File: src/rtl/img_sram_tx_streamer_pkg.sv
// Shared types and helpers for the image SRAM transmit streamer.
package img_conv_pkg;

   typedef enum logic [1:0] {
      TX_IDLE,
      TX_READ,
      TX_DRAIN,
      TX_FINISH
   } tx_state_t;

   // Smallest skid FIFO that can absorb every read in flight plus one held byte.
   function automatic int tx_fifo_depth_min(input int read_lat);
      return read_lat + 1;
   endfunction

endpackage

File: src/rtl/img_sram_tx_streamer_if.sv
// Control, SRAM read port and byte stream of the transmit streamer.
interface img_sram_tx_streamer_if #(
   parameter int DATA_W = 8,
   parameter int ADDR_W = 8
);
   logic              start;
   logic [ADDR_W-1:0] nrows;
   logic [ADDR_W-1:0] ncols;
   logic              col_major;
   logic              busy;
   logic              done;
   logic [ADDR_W-1:0] sram_row;
   logic [ADDR_W-1:0] sram_col;
   logic              sram_sense_en;
   logic              sram_write_en;
   logic [DATA_W-1:0] sram_din;
   logic [DATA_W-1:0] sram_dout;
   logic [DATA_W-1:0] dout;
   logic              dout_valid;
   logic              dout_ready;
   logic              dout_last;

   modport master (
      input  start, nrows, ncols, col_major, sram_dout, dout_ready,
      output busy, done, sram_row, sram_col, sram_sense_en, sram_write_en,
             sram_din, dout, dout_valid, dout_last
   );

   modport slave (
      output start, nrows, ncols, col_major, sram_dout, dout_ready,
      input  busy, done, sram_row, sram_col, sram_sense_en, sram_write_en,
             sram_din, dout, dout_valid, dout_last
   );
endinterface

File: src/rtl/img_sram_tx_streamer_fifo.sv
// Small synchronous skid FIFO; push and pop may coincide, including when full.
module img_tx_fifo #(
   parameter int WIDTH = 8,
   parameter int DEPTH = 2,
   parameter int CW    = $clog2(DEPTH + 1)
) (
   input  logic             clk,
   input  logic             rst,
   input  logic             push,
   input  logic [WIDTH-1:0] wdata,
   input  logic             pop,
   output logic [WIDTH-1:0] rdata,
   output logic             full,
   output logic             empty,
   output logic [CW-1:0]    count
);
   localparam int PW = (DEPTH > 1) ? $clog2(DEPTH) : 1;

   logic [WIDTH-1:0] mem [DEPTH];
   logic [PW-1:0]    wptr, rptr;
   logic             do_push, do_pop;

   assign full    = (count == CW'(DEPTH));
   assign empty   = (count == '0);
   assign do_pop  = pop && !empty;
   assign do_push = push && (!full || do_pop);
   assign rdata   = mem[rptr];

   // Storage, pointers and occupancy.
   always_ff @(posedge clk or posedge rst) begin
      if (rst) begin
         for (int i = 0; i < DEPTH; i++) mem[i] <= '0;
         wptr  <= '0;
         rptr  <= '0;
         count <= '0;
      end else begin
         if (do_push) begin
            mem[wptr] <= wdata;
            wptr      <= (wptr == PW'(DEPTH - 1)) ? '0 : wptr + PW'(1);
         end
         if (do_pop)
            rptr <= (rptr == PW'(DEPTH - 1)) ? '0 : rptr + PW'(1);
         case ({do_push, do_pop})
            2'b10:   count <= count + CW'(1);
            2'b01:   count <= count - CW'(1);
            default: count <= count;
         endcase
      end
   end
endmodule

File: src/rtl/img_sram_tx_streamer.sv
// Streams a stored image out of SRAM as bytes, row- or column-major,
// with credit-based read issue into a skid FIFO.
module img_sram_tx_streamer
   import img_conv_pkg::*;
#(
   parameter int DATA_W     = 8,
   parameter int ADDR_W     = 8,
   parameter int READ_LAT   = 1,
   parameter int FIFO_DEPTH = 2
) (
   input logic                    clk,
   input logic                    rst,
   img_sram_tx_streamer_if.master bus
);
   localparam int TX_FIFO_DEPTH_MIN = tx_fifo_depth_min(READ_LAT);
   localparam int CW = $clog2(FIFO_DEPTH + 1);
   localparam int IW = $clog2(READ_LAT + 2);
   localparam int RW = 2 * ADDR_W;

   if (FIFO_DEPTH < TX_FIFO_DEPTH_MIN) begin : g_depth_chk
      $error("img_sram_tx_streamer: FIFO_DEPTH must be >= READ_LAT+1");
   end

   tx_state_t         state;
   logic [ADDR_W-1:0] nrows_q, ncols_q, row_q, col_q;
   logic              cm_q;
   logic [RW-1:0]     remain_q;
   logic [IW-1:0]     infl_q;
   logic [READ_LAT-1:0] rd_pipe;

   logic [CW-1:0]     fifo_cnt;
   logic              fifo_full, fifo_empty;
   logic [DATA_W-1:0] fifo_rdata;
   logic              push, pop, credit_ok, issue;
   logic              row_end, col_end, last_addr;

   assign pop       = !fifo_empty && bus.dout_ready;
   assign push      = rd_pipe[READ_LAT-1];
   // A slot popped this cycle is already free for a new read.
   assign credit_ok = (int'(fifo_cnt) + int'(infl_q) - int'(pop)) < FIFO_DEPTH;
   assign issue     = (state == TX_READ) && credit_ok;
   assign row_end   = (row_q == nrows_q - ADDR_W'(1));
   assign col_end   = (col_q == ncols_q - ADDR_W'(1));
   assign last_addr = row_end && col_end;

   assign bus.busy          = (state == TX_READ) || (state == TX_DRAIN);
   assign bus.done          = (state == TX_FINISH);
   assign bus.sram_row      = row_q;
   assign bus.sram_col      = col_q;
   assign bus.sram_sense_en = issue;
   assign bus.sram_write_en = 1'b0;
   assign bus.sram_din      = '0;
   assign bus.dout_valid    = !fifo_empty;
   assign bus.dout          = fifo_empty ? '0 : fifo_rdata;
   assign bus.dout_last     = !fifo_empty && (remain_q == RW'(1));

   // Transfer FSM with parameter latch and address walk.
   always_ff @(posedge clk or posedge rst) begin
      if (rst) begin
         state   <= TX_IDLE;
         nrows_q <= '0;
         ncols_q <= '0;
         cm_q    <= 1'b0;
         row_q   <= '0;
         col_q   <= '0;
      end else begin
         case (state)
            TX_IDLE: if (bus.start) begin
               nrows_q <= bus.nrows;
               ncols_q <= bus.ncols;
               cm_q    <= bus.col_major;
               row_q   <= '0;
               col_q   <= '0;
               state   <= (bus.nrows == '0 || bus.ncols == '0) ? TX_FINISH : TX_READ;
            end
            TX_READ: if (issue) begin
               if (last_addr) begin
                  row_q <= '0;
                  col_q <= '0;
                  state <= TX_DRAIN;
               end else if (!cm_q) begin
                  if (col_end) begin
                     col_q <= '0;
                     row_q <= row_q + ADDR_W'(1);
                  end else begin
                     col_q <= col_q + ADDR_W'(1);
                  end
               end else begin
                  if (row_end) begin
                     row_q <= '0;
                     col_q <= col_q + ADDR_W'(1);
                  end else begin
                     row_q <= row_q + ADDR_W'(1);
                  end
               end
            end
            TX_DRAIN: if (pop && remain_q == RW'(1)) state <= TX_FINISH;
            default:  state <= TX_IDLE;
         endcase
      end
   end

   // Remaining-byte counter that marks the final byte of the image.
   always_ff @(posedge clk or posedge rst) begin
      if (rst)
         remain_q <= '0;
      else if (state == TX_IDLE && bus.start)
         remain_q <= RW'(bus.nrows) * RW'(bus.ncols);
      else if (pop)
         remain_q <= remain_q - RW'(1);
   end

   // Read-return delay line and in-flight read count.
   always_ff @(posedge clk or posedge rst) begin
      if (rst) begin
         rd_pipe <= '0;
         infl_q  <= '0;
      end else begin
         rd_pipe[0] <= issue;
         for (int i = 1; i < READ_LAT; i++) rd_pipe[i] <= rd_pipe[i-1];
         case ({issue, push})
            2'b10:   infl_q <= infl_q + IW'(1);
            2'b01:   infl_q <= infl_q - IW'(1);
            default: infl_q <= infl_q;
         endcase
      end
   end

   a_no_overflow: assert property (@(posedge clk) disable iff (rst)
      !(push && fifo_full && !pop));

   img_tx_fifo #(
      .WIDTH (DATA_W),
      .DEPTH (FIFO_DEPTH)
   ) u_fifo (
      .clk   (clk),
      .rst   (rst),
      .push  (push),
      .wdata (bus.sram_dout),
      .pop   (pop),
      .rdata (fifo_rdata),
      .full  (fifo_full),
      .empty (fifo_empty),
      .count (fifo_cnt)
   );
endmodule
File: src/flat_wrapper.sv
// flat-port wrapper written by rule: the top's interface ports become plain ports
module img_sram_tx_streamer_flat import img_conv_pkg::*;
#(
   parameter int DATA_W     = 8,
   parameter int ADDR_W     = 8,
   parameter int READ_LAT   = 1,
   parameter int FIFO_DEPTH = 2
)
  (clk, rst, bus_start, bus_nrows, bus_ncols, bus_col_major, bus_sram_dout, bus_dout_ready, bus_busy, bus_done, bus_sram_row, bus_sram_col, bus_sram_sense_en, bus_sram_write_en, bus_sram_din, bus_dout, bus_dout_valid, bus_dout_last);
  img_sram_tx_streamer_if #(.DATA_W(DATA_W), .ADDR_W(ADDR_W)) bus_i ();
  input logic clk;
  input logic rst;
  input wire logic [$bits(bus_i.start)-1:0] bus_start;
  input wire logic [$bits(bus_i.nrows)-1:0] bus_nrows;
  input wire logic [$bits(bus_i.ncols)-1:0] bus_ncols;
  input wire logic [$bits(bus_i.col_major)-1:0] bus_col_major;
  input wire logic [$bits(bus_i.sram_dout)-1:0] bus_sram_dout;
  input wire logic [$bits(bus_i.dout_ready)-1:0] bus_dout_ready;
  output wire logic [$bits(bus_i.busy)-1:0] bus_busy;
  output wire logic [$bits(bus_i.done)-1:0] bus_done;
  output wire logic [$bits(bus_i.sram_row)-1:0] bus_sram_row;
  output wire logic [$bits(bus_i.sram_col)-1:0] bus_sram_col;
  output wire logic [$bits(bus_i.sram_sense_en)-1:0] bus_sram_sense_en;
  output wire logic [$bits(bus_i.sram_write_en)-1:0] bus_sram_write_en;
  output wire logic [$bits(bus_i.sram_din)-1:0] bus_sram_din;
  output wire logic [$bits(bus_i.dout)-1:0] bus_dout;
  output wire logic [$bits(bus_i.dout_valid)-1:0] bus_dout_valid;
  output wire logic [$bits(bus_i.dout_last)-1:0] bus_dout_last;
  assign bus_i.start = bus_start;
  assign bus_i.nrows = bus_nrows;
  assign bus_i.ncols = bus_ncols;
  assign bus_i.col_major = bus_col_major;
  assign bus_i.sram_dout = bus_sram_dout;
  assign bus_i.dout_ready = bus_dout_ready;
  assign bus_busy = bus_i.busy;
  assign bus_done = bus_i.done;
  assign bus_sram_row = bus_i.sram_row;
  assign bus_sram_col = bus_i.sram_col;
  assign bus_sram_sense_en = bus_i.sram_sense_en;
  assign bus_sram_write_en = bus_i.sram_write_en;
  assign bus_sram_din = bus_i.sram_din;
  assign bus_dout = bus_i.dout;
  assign bus_dout_valid = bus_i.dout_valid;
  assign bus_dout_last = bus_i.dout_last;
  img_sram_tx_streamer #(.DATA_W(DATA_W), .ADDR_W(ADDR_W), .READ_LAT(READ_LAT), .FIFO_DEPTH(FIFO_DEPTH)) u_core (.clk(clk), .rst(rst), .bus(bus_i));
endmodule
File: config.mk
export PLATFORM = sky130hd
export DESIGN_NAME = img_sram_tx_streamer_flat
export DESIGN_NICKNAME = d
export VERILOG_FILES = /design/src/rtl/img_sram_tx_streamer_pkg.sv /design/src/rtl/img_sram_tx_streamer_if.sv /design/src/rtl/img_sram_tx_streamer_fifo.sv /design/src/rtl/img_sram_tx_streamer.sv /design/src/flat_wrapper.sv
export SDC_FILE = /design/constraint.sdc
export NUM_CORES = 1
export LEC_CHECK = 0
export ABC_AREA = 1
export CAP_MARGIN = 10
export CORE_MARGIN = 8
export CORE_UTILIZATION = 60
export CTS_BUF_LIST = sky130_fd_sc_hd__clkbuf_4 sky130_fd_sc_hd__clkbuf_8 sky130_fd_sc_hd__clkbuf_16
export CTS_CLUSTER_SIZE = 25
export DETAILED_ROUTE_END_ITERATION = 12
export DONT_BUFFER_PORTS = 1
export PLACE_DENSITY = 0.76
export SLEW_MARGIN = 30
export SYNTH_ARGS = -nofsm -noshare
export SYNTH_HDL_FRONTEND = slang
export SYNTH_SLANG_ARGS = --single-unit
File: constraint.sdc
create_clock -name clk -period 3.55 [get_ports clk]
set_input_delay 0.71 -clock clk [delete_from_list [all_inputs] [get_ports clk]]
set_output_delay 0.71 -clock clk [all_outputs]
set_load 0.01 [all_outputs]
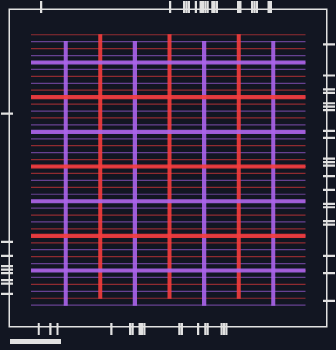
Fig. 1. Power grid.
Bar = 20 µm. Pins as bars on the die edge.
[purple] VSS
[red] VDD
rows: 39
met1 rails: 40
Worst VDD drop: 0.000607 V
total core area: 11,400 µm²

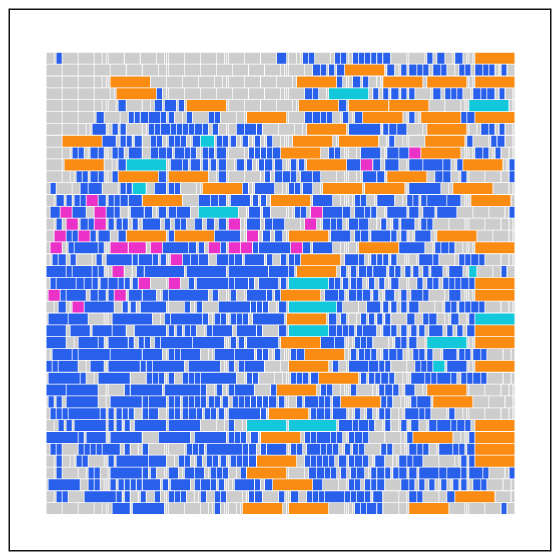
Fig. 2. Placement by cell class.
Fill, decap, tap and diode cells in gray.
[blue] remaining logic cells | cells: 892
[magenta] remaining buffers and delay cells | cells: 28
[orange] sequential cells | cells: 74
[cyan] clock drivers and dummy loads | cells: 15
cell area after layout: 7760 µm²
Rows: 39

==> results.cfg <==
; implementation run metrics
[routing]
via_count = 5996
detail_route.wirelength_um = 15500
firstDrtPassIters = 8
wl_per_cell_um = 13.5
met1_length_um = 6720
wl_met3_um = 796
top_layer_used = met4

[layout]
fin_nets = 1123
top_regs = u_core.remain_q: 16 flops, u_core.u_fifo.mem: 16 flops
buffers = 28
comb_area_share_pct = 58.2
final-instance-count-excl-fill = 1152
design.seq.count = 74
drive_above_1_share_pct = 10.6
antenna_cells = 0
num-clock-buffers = 9
sh_seq_area_pct = 23.9
lay_top_cells = nand2_1 (295), inv_1 (169), dfrtp_1 (74)
ff_latch_area_um2 = 1850

[critical_path]
critPathArrivalTime_ns = 3.98
r2r_end = u_core.infl_q[1]
path_max_fanout = 10
required_ns = 3.83
cp_common_cell = fa_1
slowest_delay_ns = 0.54

[global_route]
grt_pass1_wl_um = 26700
grt_use_met1_pct = 25.8
busiest_layer = met2
grt.overflow.total = 0
antenna_found_initial = 0

[timing]
postLayoutSetupSlackWorst_ns = -0.149
setup_violations = 8
post-route-min-period_ns = 3.70

[cts]
cts_made_buffers = 9
clockBufferDepth = 2
postCtsSetupBuffers = 2
clk_latency_ns = 0.34
clk_pin_slew_ns = 0.06
clock_sinks = 74
cts_tree = done
htree_levels = 3

[floorplanning]
tap_cells = 143
fp.dieW_um = 124
fp-utilization_pct = 61.2
io_pins = 67

[power_and_ir_drop]
seq_power_uw = 1540
pwr-share-clk_pct = 16.1
p_sw_share_pct = 46.4
p_int_uw = 3270
powerClk_uw = 978
power.switching_uw = 2820

[place]
gp_congestion = 0.959
place_area_um2 = 7340
io_buffers = 0
place_ws_ns = -0.559

[synth]
simple_gate_share_pct = 27.0
synthAdderAreaFrac_pct = 19.9
common_cells = nand2_1 (305), inv_1 (180), dfrtp_1 (74)
synthAoiAreaFrac_pct = 9.95
yosys-top-cells-area = dfrtp_1 (26%), nand2_1 (16%), fa_1 (11%)
xor_area_share_pct = 3.88
top_cell = nand2_1
async_flop_share_pct = 100
synth_area_um2 = 6990
ys_area_um2 = 6990

[status]
violations = setup timing
status = complete, but fails checks

[worst_hold_path]
hp-class = in -> async
Power figures rest on the tool's default switching activity, not on a simulated workload.
